$ cat src/rtl/serializer_pkg.sv
// ---------------------------------------------------------------------------
// serializer_pkg
//
// Shared definitions for the self-test link serial transmitter.
//   - tx_state_t   : transmitter FSM states
//   - PREAMBLE     : two-bit frame preamble, sent MSB first
//   - PREAMBLE_LEN : preamble length in bits
//   - DEF_DATA_W / DEF_GAP_CYCLES : default payload width and idle gap
//
// Optional feature macro: SERIALIZER_TX_PARITY_EN
//   When defined, the PAR state exists and each frame carries a trailing
//   even-parity bit.
// ---------------------------------------------------------------------------
package serializer_pkg;

   localparam int         DEF_DATA_W     = 32;
   localparam int         DEF_GAP_CYCLES = 2;
   localparam logic [1:0] PREAMBLE       = 2'b11;
   localparam int         PREAMBLE_LEN   = 2;

   typedef enum logic [2:0] {
      IDLE = 3'd0,
      PRE1 = 3'd1,
      PRE2 = 3'd2,
      DATA = 3'd3,
`ifdef SERIALIZER_TX_PARITY_EN
      PAR  = 3'd4,
`endif
      GAP  = 3'd5
   } tx_state_t;

endpackage

$ cat src/rtl/serializer_tx_piso_shift_reg.sv
// ---------------------------------------------------------------------------
// piso_shift_reg
//
// DATA_W-bit parallel-in / serial-out register, MSB first.
//
// Ports:
//   clk    in   clock, rising edge
//   rst    in   asynchronous active-high reset (clears the register)
//   load   in   capture d (takes priority over shift)
//   shift  in   shift left by one, zero filled
//   d      in   parallel word [DATA_W-1:0]
//   msb    out  current MSB of the register
//   parity out  XOR of the word captured at load (only with
//               SERIALIZER_TX_PARITY_EN)
// ---------------------------------------------------------------------------
module piso_shift_reg
   import serializer_pkg::*;
#(
   parameter int DATA_W = DEF_DATA_W
) (
   input  logic              clk,
   input  logic              rst,
   input  logic              load,
   input  logic              shift,
   input  logic [DATA_W-1:0] d,
   output logic              msb
`ifdef SERIALIZER_TX_PARITY_EN
   ,
   output logic              parity
`endif
);

   logic [DATA_W-1:0] r_data;

   always_ff @(posedge clk or posedge rst) begin
      if (rst) begin
         r_data <= '0;
      end else if (load) begin
         r_data <= d;
      end else if (shift) begin
         r_data <= {r_data[DATA_W-2:0], 1'b0};
      end
   end

   assign msb = r_data[DATA_W-1];

`ifdef SERIALIZER_TX_PARITY_EN
   // Parity is taken from the word at capture time, because by the time
   // the parity bit is due the register has been shifted empty.
   logic r_parity;

   always_ff @(posedge clk or posedge rst) begin
      if (rst) begin
         r_parity <= 1'b0;
      end else if (load) begin
         r_parity <= ^d;
      end
   end

   assign parity = r_parity;
`endif

endmodule

$ cat src/rtl/serializer_tx.sv
// ---------------------------------------------------------------------------
// serializer_tx
//
// Serial transmitter for the self-test link. Accepts one DATA_W-bit word
// over a valid/ready handshake and sends it as a frame on a single line:
// preamble "11", then the payload MSB first, then (optionally) an even
// parity bit, then GAP_CYCLES forced-low cycles.
//
// Ports:
//   clk        in   sole clock, rising edge
//   rst        in   asynchronous active-high reset
//   din        in   [DATA_W-1:0] word to send, sampled on handshake only
//   din_valid  in   source has a word
//   din_ready  out  high in IDLE; handshake = din_valid & din_ready
//   sdo        out  registered serial line
//   busy       out  frame or gap in progress
//   done       out  one-cycle pulse in the first gap cycle
//
// Optional feature macro: SERIALIZER_TX_PARITY_EN (adds the PAR state).
// ---------------------------------------------------------------------------
module serializer_tx
   import serializer_pkg::*;
#(
   parameter int DATA_W     = DEF_DATA_W,
   parameter int GAP_CYCLES = DEF_GAP_CYCLES
) (
   input  logic              clk,
   input  logic              rst,
   input  logic [DATA_W-1:0] din,
   input  logic              din_valid,
   output logic              din_ready,
   output logic              sdo,
   output logic              busy,
   output logic              done
);

   localparam int CNT_W = $clog2(DATA_W);
   localparam int GAP_W = $clog2(GAP_CYCLES + 1);

   localparam logic [CNT_W-1:0] LAST_BIT = CNT_W'(DATA_W - 1);
   localparam logic [GAP_W-1:0] LAST_GAP = GAP_W'(GAP_CYCLES - 1);

   tx_state_t        r_state;
   tx_state_t        w_state_next;
   logic [CNT_W-1:0] r_bit_cnt;
   logic [GAP_W-1:0] r_gap_cnt;
   logic             r_sdo;
   logic             r_done;

   logic             w_load;
   logic             w_shift;
   logic             w_msb;
   logic             w_sdo_next;
   logic             w_done_next;
`ifdef SERIALIZER_TX_PARITY_EN
   logic             w_parity;
`endif

   assign w_load = (r_state == IDLE) && din_valid;

   piso_shift_reg #(
      .DATA_W (DATA_W)
   ) u_piso (
      .clk    (clk),
      .rst    (rst),
      .load   (w_load),
      .shift  (w_shift),
      .d      (din),
      .msb    (w_msb)
`ifdef SERIALIZER_TX_PARITY_EN
      ,
      .parity (w_parity)
`endif
   );

   // State register
   always_ff @(posedge clk or posedge rst) begin
      if (rst) begin
         r_state <= IDLE;
      end else begin
         r_state <= w_state_next;
      end
   end

   // Next-state logic
   always_comb begin
      w_state_next = r_state;
      case (r_state)
         IDLE: begin
            if (din_valid) begin
               w_state_next = PRE1;
            end
         end
         PRE1: w_state_next = PRE2;
         PRE2: w_state_next = DATA;
         DATA: begin
            if (r_bit_cnt == LAST_BIT) begin
`ifdef SERIALIZER_TX_PARITY_EN
               w_state_next = PAR;
`else
               w_state_next = GAP;
`endif
            end
         end
`ifdef SERIALIZER_TX_PARITY_EN
         PAR: w_state_next = GAP;
`endif
         GAP: begin
            if (r_gap_cnt == LAST_GAP) begin
               w_state_next = IDLE;
            end
         end
         default: w_state_next = IDLE;
      endcase
   end

   // Output logic. Decoded from the next state so that the line and the
   // done pulse come from flops aligned with the state they belong to.
   // Entering DATA presents the current MSB and shifts in the same edge,
   // so the register always holds the next bit to send at its MSB.
   always_comb begin
      w_sdo_next  = 1'b0;
      w_done_next = 1'b0;
      w_shift     = 1'b0;
      case (w_state_next)
         PRE1: w_sdo_next = PREAMBLE[PREAMBLE_LEN-1];
         PRE2: w_sdo_next = PREAMBLE[PREAMBLE_LEN-2];
         DATA: begin
            w_sdo_next = w_msb;
            w_shift    = 1'b1;
         end
`ifdef SERIALIZER_TX_PARITY_EN
         PAR: w_sdo_next = w_parity;
`endif
         GAP: w_done_next = (r_state != GAP);
         default: begin
            w_sdo_next  = 1'b0;
            w_done_next = 1'b0;
         end
      endcase
   end

   always_ff @(posedge clk or posedge rst) begin
      if (rst) begin
         r_sdo  <= 1'b0;
         r_done <= 1'b0;
      end else begin
         r_sdo  <= w_sdo_next;
         r_done <= w_done_next;
      end
   end

   // Bit counter: cleared on capture, advances once per DATA cycle and
   // returns to zero after the last payload bit.
   always_ff @(posedge clk or posedge rst) begin
      if (rst) begin
         r_bit_cnt <= '0;
      end else if (w_load) begin
         r_bit_cnt <= '0;
      end else if (r_state == DATA) begin
         r_bit_cnt <= (r_bit_cnt == LAST_BIT) ? '0 : r_bit_cnt + 1'b1;
      end
   end

   // Gap counter: counts GAP cycles, held at zero otherwise.
   always_ff @(posedge clk or posedge rst) begin
      if (rst) begin
         r_gap_cnt <= '0;
      end else if (r_state == GAP) begin
         r_gap_cnt <= (r_gap_cnt == LAST_GAP) ? '0 : r_gap_cnt + 1'b1;
      end else begin
         r_gap_cnt <= '0;
      end
   end

   assign din_ready = (r_state == IDLE);
   assign busy      = (r_state != IDLE);
   assign sdo       = r_sdo;
   assign done      = r_done;

endmodule

$ cat config.mk
export PLATFORM = sky130hd
export DESIGN_NAME = serializer_tx
export DESIGN_NICKNAME = d
export VERILOG_FILES = /design/src/rtl/serializer_pkg.sv /design/src/rtl/serializer_tx_piso_shift_reg.sv /design/src/rtl/serializer_tx.sv
export SDC_FILE = /design/constraint.sdc
export NUM_CORES = 1
export LEC_CHECK = 0
export CELL_PAD_IN_SITES_DETAIL_PLACEMENT = 1
export CELL_PAD_IN_SITES_GLOBAL_PLACEMENT = 1
export CORE_MARGIN = 2
export CORE_UTILIZATION = 36
export DETAILED_ROUTE_END_ITERATION = 7
export PLACE_DENSITY = 0.82
export SYNTH_ARGS = -nofsm -noshare
export SYNTH_HDL_FRONTEND = slang
export SYNTH_HIERARCHICAL = 1
export SYNTH_SLANG_ARGS = --single-unit
$ cat constraint.sdc
create_clock -name clk -period 2 [get_ports clk]
set_clock_uncertainty 0.15 [all_clocks]
set_input_delay 0.6 -clock clk [delete_from_list [all_inputs] [get_ports clk]]
set_output_delay 0.6 -clock clk [all_outputs]
set_load 0.005 [all_outputs]
==> flow_results.xml <==
<?xml version="1.0" encoding="UTF-8"?>
<metrics>
  <group name="synthesis">
    <metric name="yosys_area" unit="sq um">2130</metric>
    <metric name="synthesis.area" unit="sq um">2130</metric>
    <metric name="count_of_instantiated_cells_in_the_yosys_netlist" unit="">198</metric>
    <metric name="netlist_top_cells_area" unit="">dfrtp_1 52%, mux2i_1 16%, o21ai_1 6.3%</metric>
    <metric name="post_synth_inst_count" unit="">198</metric>
    <metric name="yosysWarningCount" unit="">6</metric>
    <metric name="synth.avg_cell_area" unit="sq um">10.7</metric>
    <metric name="synth_nets" unit="">235</metric>
    <metric name="synth.largest_area_cell" unit="">dfrtp_1</metric>
    <metric name="ys_seq_share" unit="%">51.7</metric>
    <metric name="yosys.cell_types.count" unit="">33</metric>
    <metric name="ys_ff" unit="">44</metric>
    <metric name="yosysTopAreaCellShare" unit="%">51.7</metric>
  </group>
  <group name="clock_network">
    <metric name="clkSlewWorstSetupHoldPaths" unit="ns">0.08</metric>
    <metric name="tritoncts" unit="">built</metric>
    <metric name="numCtsBuffers" unit="">5</metric>
    <metric name="cts_num_sinks" unit="">44</metric>
    <metric name="clock_tree.htree_level_count" unit="">2</metric>
    <metric name="cts_root_buf" unit="">clkbuf_8</metric>
    <metric name="worst_skew_pair.late_latency" unit="ns">0.29</metric>
    <metric name="cts_hold_buffers" unit="">0</metric>
    <metric name="clockBufferDepth" unit="">2</metric>
  </group>
  <group name="sta">
    <metric name="slew_headroom" unit="%">68.7</metric>
    <metric name="timing.final.ws_setup" unit="ns">-0.0462</metric>
    <metric name="max_clock_freq" unit="MHz">489</metric>
    <metric name="finalMaxSlewViolations" unit="">0</metric>
    <metric name="grt_setup_unrepaired" unit="">yes</metric>
    <metric name="fin_hold_viols" unit="">0</metric>
    <metric name="fin_crit" unit="ns">2.05</metric>
    <metric name="transition_time_of_the_tightest_slew_check_pin" unit="ns">0.469</metric>
    <metric name="finalHoldWorstSlack" unit="ns">0.285</metric>
    <metric name="setup_viol" unit="">20</metric>
    <metric name="fin_crit_sh" unit="%">102</metric>
  </group>
  <group name="critical_path">
    <metric name="timing.critical_path.cells" unit="">ha_2 -&gt; and3_4 -&gt; ha_4 -&gt; nand2_2 -&gt; and3b_2 -&gt; buf_12 -&gt; clkbuf_16 -&gt; mux2i_1 -&gt; o21ai_1</metric>
    <metric name="start_kind" unit="">flip-flop</metric>
    <metric name="worstPathMaxFanout" unit="">6</metric>
    <metric name="crit_path_end_kind" unit="">flip-flop</metric>
    <metric name="cp-startpoint" unit="">r_bit_cnt[1]$_DFFE_PP0P_</metric>
    <metric name="critical_path.endpoint" unit="">u_piso/r_data[25]$_DFFE_PP0P_</metric>
    <metric name="worst-endpoint-required" unit="ns">2.04</metric>
    <metric name="worstSetupPathType" unit="">flip-flop to flip-flop</metric>
    <metric name="cpPeakStageDelay" unit="ns">0.39</metric>
    <metric name="timing.critical_path.arrival" unit="ns">2.09</metric>
    <metric name="cell_depth_of_the_worst_flop_to_flop_path" unit="">9</metric>
    <metric name="timing.rr.start" unit="">r_bit_cnt[1]$_DFFE_PP0P_</metric>
    <metric name="regToRegEndpoint" unit="">u_piso/r_data[25]$_DFFE_PP0P_</metric>
    <metric name="worst_path_max_delay_cell" unit="">dfrtp_1</metric>
    <metric name="r2r_slack" unit="ns">-0.05</metric>
  </group>
  <group name="power_and_ir_drop">
    <metric name="leakage_power_of_the_design" unit="nW">1.44</metric>
    <metric name="power-per-cell-area" unit="nW/um^2">977</metric>
    <metric name="power.total" unit="W">0.00291</metric>
    <metric name="clockPowerShare" unit="%">25.5</metric>
    <metric name="comb_power_share" unit="%">36.7</metric>
    <metric name="power.sequential.fraction" unit="%">37.9</metric>
    <metric name="net-switching-power" unit="W">0.000834</metric>
    <metric name="p_int" unit="W">0.00207</metric>
    <metric name="netSwitchingFraction" unit="%">28.7</metric>
  </group>
  <group name="global_routing">
    <metric name="grt_start_max_net_pins" unit="">33</metric>
    <metric name="initial_antenna_violation_count" unit="">0</metric>
    <metric name="gr-usage-all-layers" unit="%">15.5</metric>
    <metric name="grt_first_pass_wirelength" unit="microns">7680</metric>
    <metric name="grt_pass1_vias" unit="">1658</metric>
    <metric name="globalRoute.totalOverflow" unit="">0</metric>
  </group>
  <group name="routing">
    <metric name="route.antenna.remaining_nets" unit="">0</metric>
    <metric name="route.detailed.vias_per_inst" unit="">4.89</metric>
    <metric name="route.vias.total" unit="">1589</metric>
    <metric name="drc_errors" unit="">0</metric>
    <metric name="routedWlPerCell" unit="microns">15.4</metric>
    <metric name="route.final.wire_length" unit="microns">5020</metric>
    <metric name="detail_route.iter0.violations" unit="">71</metric>
    <metric name="dr.pass1.iters" unit="">4</metric>
  </group>
  <group name="placement">
    <metric name="gp_congestion" unit="">0.743</metric>
    <metric name="number_of_input_and_output_port_buffers_inserted" unit="">38</metric>
    <metric name="post-place-cells" unit="">312</metric>
    <metric name="post_dp_cell_area" unit="sq um">2680</metric>
  </group>
  <group name="cells_and_area">
    <metric name="antenna_cells_inserted" unit="">0</metric>
    <metric name="layout.cells.most_common" unit="">dfrtp_1</metric>
    <metric name="postLayoutCoreUtil" unit="%">51.2</metric>
    <metric name="num-fill-cells" unit="">647</metric>
    <metric name="nNetsFinal" unit="">286</metric>
    <metric name="stdcell_area" unit="sq um">2980</metric>
    <metric name="drive_gt1_share" unit="%">21.6</metric>
    <metric name="layout.cells.most_common_list" unit="">44 x dfrtp_1, 36 x clkdlybuf4s50_1, 34 x nand2_1</metric>
    <metric name="layout-area-overhead-vs-synth" unit="%">39.9</metric>
  </group>
  <group name="run">
    <metric name="cap_violations" unit="">0</metric>
    <metric name="warnings" unit="">28</metric>
  </group>
  <group name="floorplanning">
    <metric name="die_area" unit="sq um">6540</metric>
    <metric name="fp-row-count" unit="">28</metric>
    <metric name="core_util_floorplan" unit="%">36.6</metric>
    <metric name="design.portCount" unit="">39</metric>
  </group>
  <group name="worst_hold_path">
    <metric name="hold_class" unit="">flip-flop to flip-flop</metric>
  </group>
  <group name="status">
    <metric name="run_status" unit="">complete, but fails checks</metric>
    <metric name="violations" unit="">setup timing</metric>
  </group>
</metrics>
-- metrics by stage --
step           worst slack (ns)  setup TNS [ns]
6_report                -0.0462          -0.343
5_1_grt                 -0.0979           -2.24
4_1_cts                 -0.0368          -0.195
3_5_place_dp            -0.0759          -0.719
3_3_place_gp            -0.0333         -0.0333
2_1_floorplan          0.000412               0
-- Yosys cell counts, drive strengths merged --
cell type / n
a21oi: 4
nor2b: 1
nand2b: 1
or4: 1
and2: 2
ha: 2
a31oi: 2
mux2i: 33
nor2: 5
nand3b: 2
o22ai: 1
and3b: 1
nand3: 1
nor3: 1
or3: 2
nand2: 35
nor3b: 2
o21ai: 34
o21bai: 1
and3: 1
a211oi: 1
dfrtp: 44
or4b: 1
o21a: 1
inv: 5
buf: 14
-- worst min path at each step --
stage,start,endpoint,slack [ns],cells past startpoint
global placement,r_gap_cnt[0]$_DFF_PP0_,r_gap_cnt[0]$_DFF_PP0_,0.26,1
detailed placement,r_gap_cnt[0]$_DFF_PP0_,r_gap_cnt[0]$_DFF_PP0_,0.28,1
global route,r_gap_cnt[0]$_DFF_PP0_,r_gap_cnt[0]$_DFF_PP0_,0.31,1
finish,r_gap_cnt[0]$_DFF_PP0_,r_gap_cnt[0]$_DFF_PP0_,0.29,1
CTS,r_gap_cnt[0]$_DFF_PP0_,r_gap_cnt[0]$_DFF_PP0_,0.29,1
floorplan,r_gap_cnt[0]$_DFF_PP0_,r_gap_cnt[0]$_DFF_PP0_,0.25,1
-- layer usage --
metal	up-vias	GRT usage, %	wire, microns
met2	29	27.4	2680
met1	777	18.8	2120
met3	6	3.33	156
met4	0	5.08	65
met5	-	0	0
li1	777	-	-
-- registers in the layout, summed over array words and instances (netlist names) --
name	count
u_piso/r_data	32
r_state	3
sdo	1
r_gap_cnt	2
r_bit_cnt	5
done	1
-- critical path: cells and delay by family (launching register included) --
family | cells | cell delay [ns]
and+or+nand+nor | 3 | 0.46
DFF | 1 | 0.39
adders and majority gates | 2 | 0.34
buffers and inverters | 2 | 0.31
muxes | 1 | 0.22
AOI/OAI and AO/OA | 1 | 0.08
-- timing repair --
item                                    CTS  global route
endpoints found under the setup margin   34            35
pin swaps                                 2             6
gates cloned                              1             2
setup buffers                             1             1
resized                                  15            14
-- kinds of logic (layout without fill, tap and decap cells) --
logic type	after synthesis	in the layout	share of synthesized area, %
muxes	33	33	15.5
DFF	44	44	51.7
buffers and inverters	19	71	7.00
AOI/OAI and AO/OA	44	44	11.4
adders and majority gates	2	2	1.18
and+or+nand+nor	56	56	13.2
-- power groups by stage --
stage / clock [W] / sequential [W] / combinational, W
floorplan: 0 / 0.00109 / 0.000586
global placement: 0 / 0.00109 / 0.000766
detailed placement: 0 / 0.00110 / 0.000810
CTS: 0.000760 / 0.00109 / 0.000921
global route: 0.000795 / 0.00112 / 0.00115
finish: 0.000741 / 0.00110 / 0.00107
-- layout make-up --
class	instances	area [sq um]	area share, %
timing repair buffer	58	676	22.7
inverter	5	18.8	0.631
tap	75	93.8	3.15
multi-input combinational	135	961	32.3
clock inverter	1	30.0	1.01
sequential	44	1100	37.0
clock buffer	7	96.3	3.24
flops_by_reg.png
Bar = 20 microns.
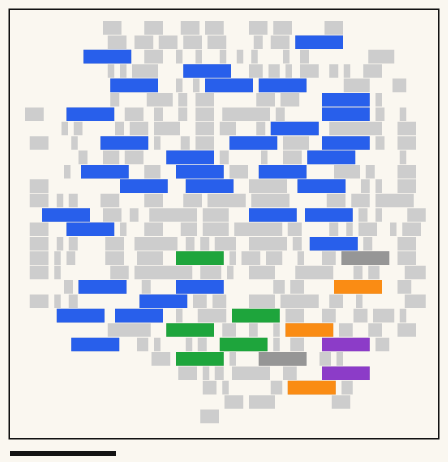
blue -> `u_piso/r_data`  # sequential cells 32
purple -> `r_gap_cnt`  # sequential cells 2
orange -> `r_state`  # sequential cells 3
green -> `r_bit_cnt`  # sequential cells 5, where south
not colored = 2

placement.png
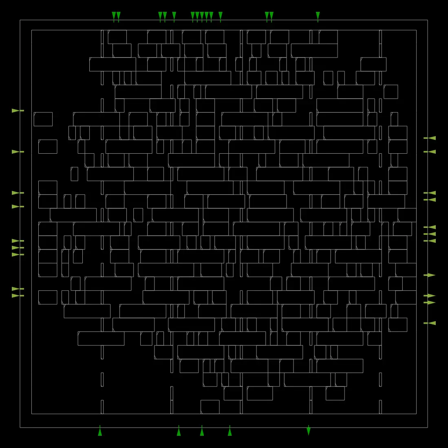
registers: 44
Tap Cells: 75

cell_density.png
Bar = 20 microns. 8 x 8 tiles, from white (low) to dark blue (high), 0 to 100% covered.
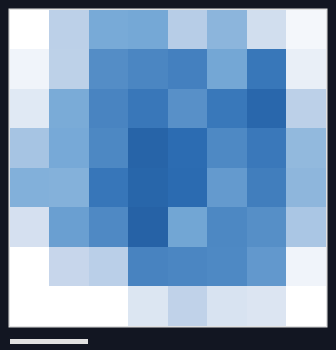
mean over tiles = 44%
tiles over 75% full = 9.4%
emptiest ninth of the die = south-west
fullest tile = 80%

io_fan.png
Bar = 20 microns.
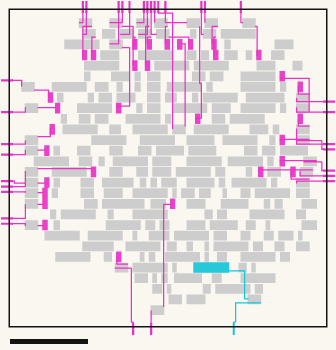
magenta -> `din`  # bits 32, direction input, edge 14 north, 9 west, 7 east, 2 south, end cells 32, buffers 32, wire 516 microns
cyan -> `done`  # bits 1, direction output, edge south, end cells 1, buffers 1, wire 24.7 microns

power_grid.png
Bar = 20 microns. Pins as bars on the die edge. Tap cells in gray.
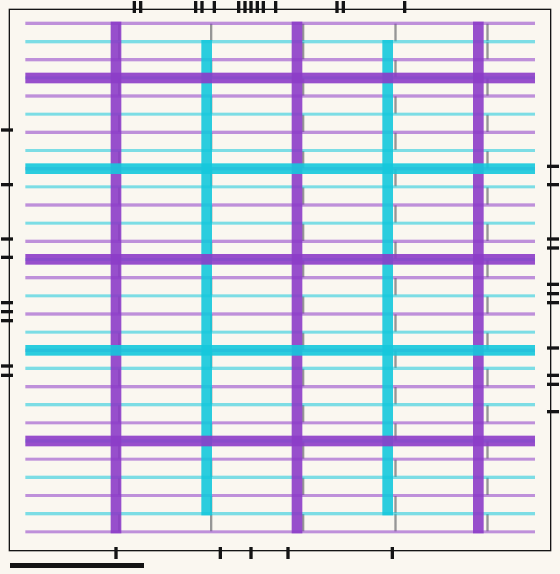
purple -> VSS
cyan -> VDD
met1 rails = 29
signal pins = 39
met5 straps = 5
standard cell core area: 5820 sq um
maximum vdd ir drop: 0.444 mV
chip width: 80.9 microns
height of the chip: 80.9 microns

No activity file was given, so power comes from the tool's default toggle rates.
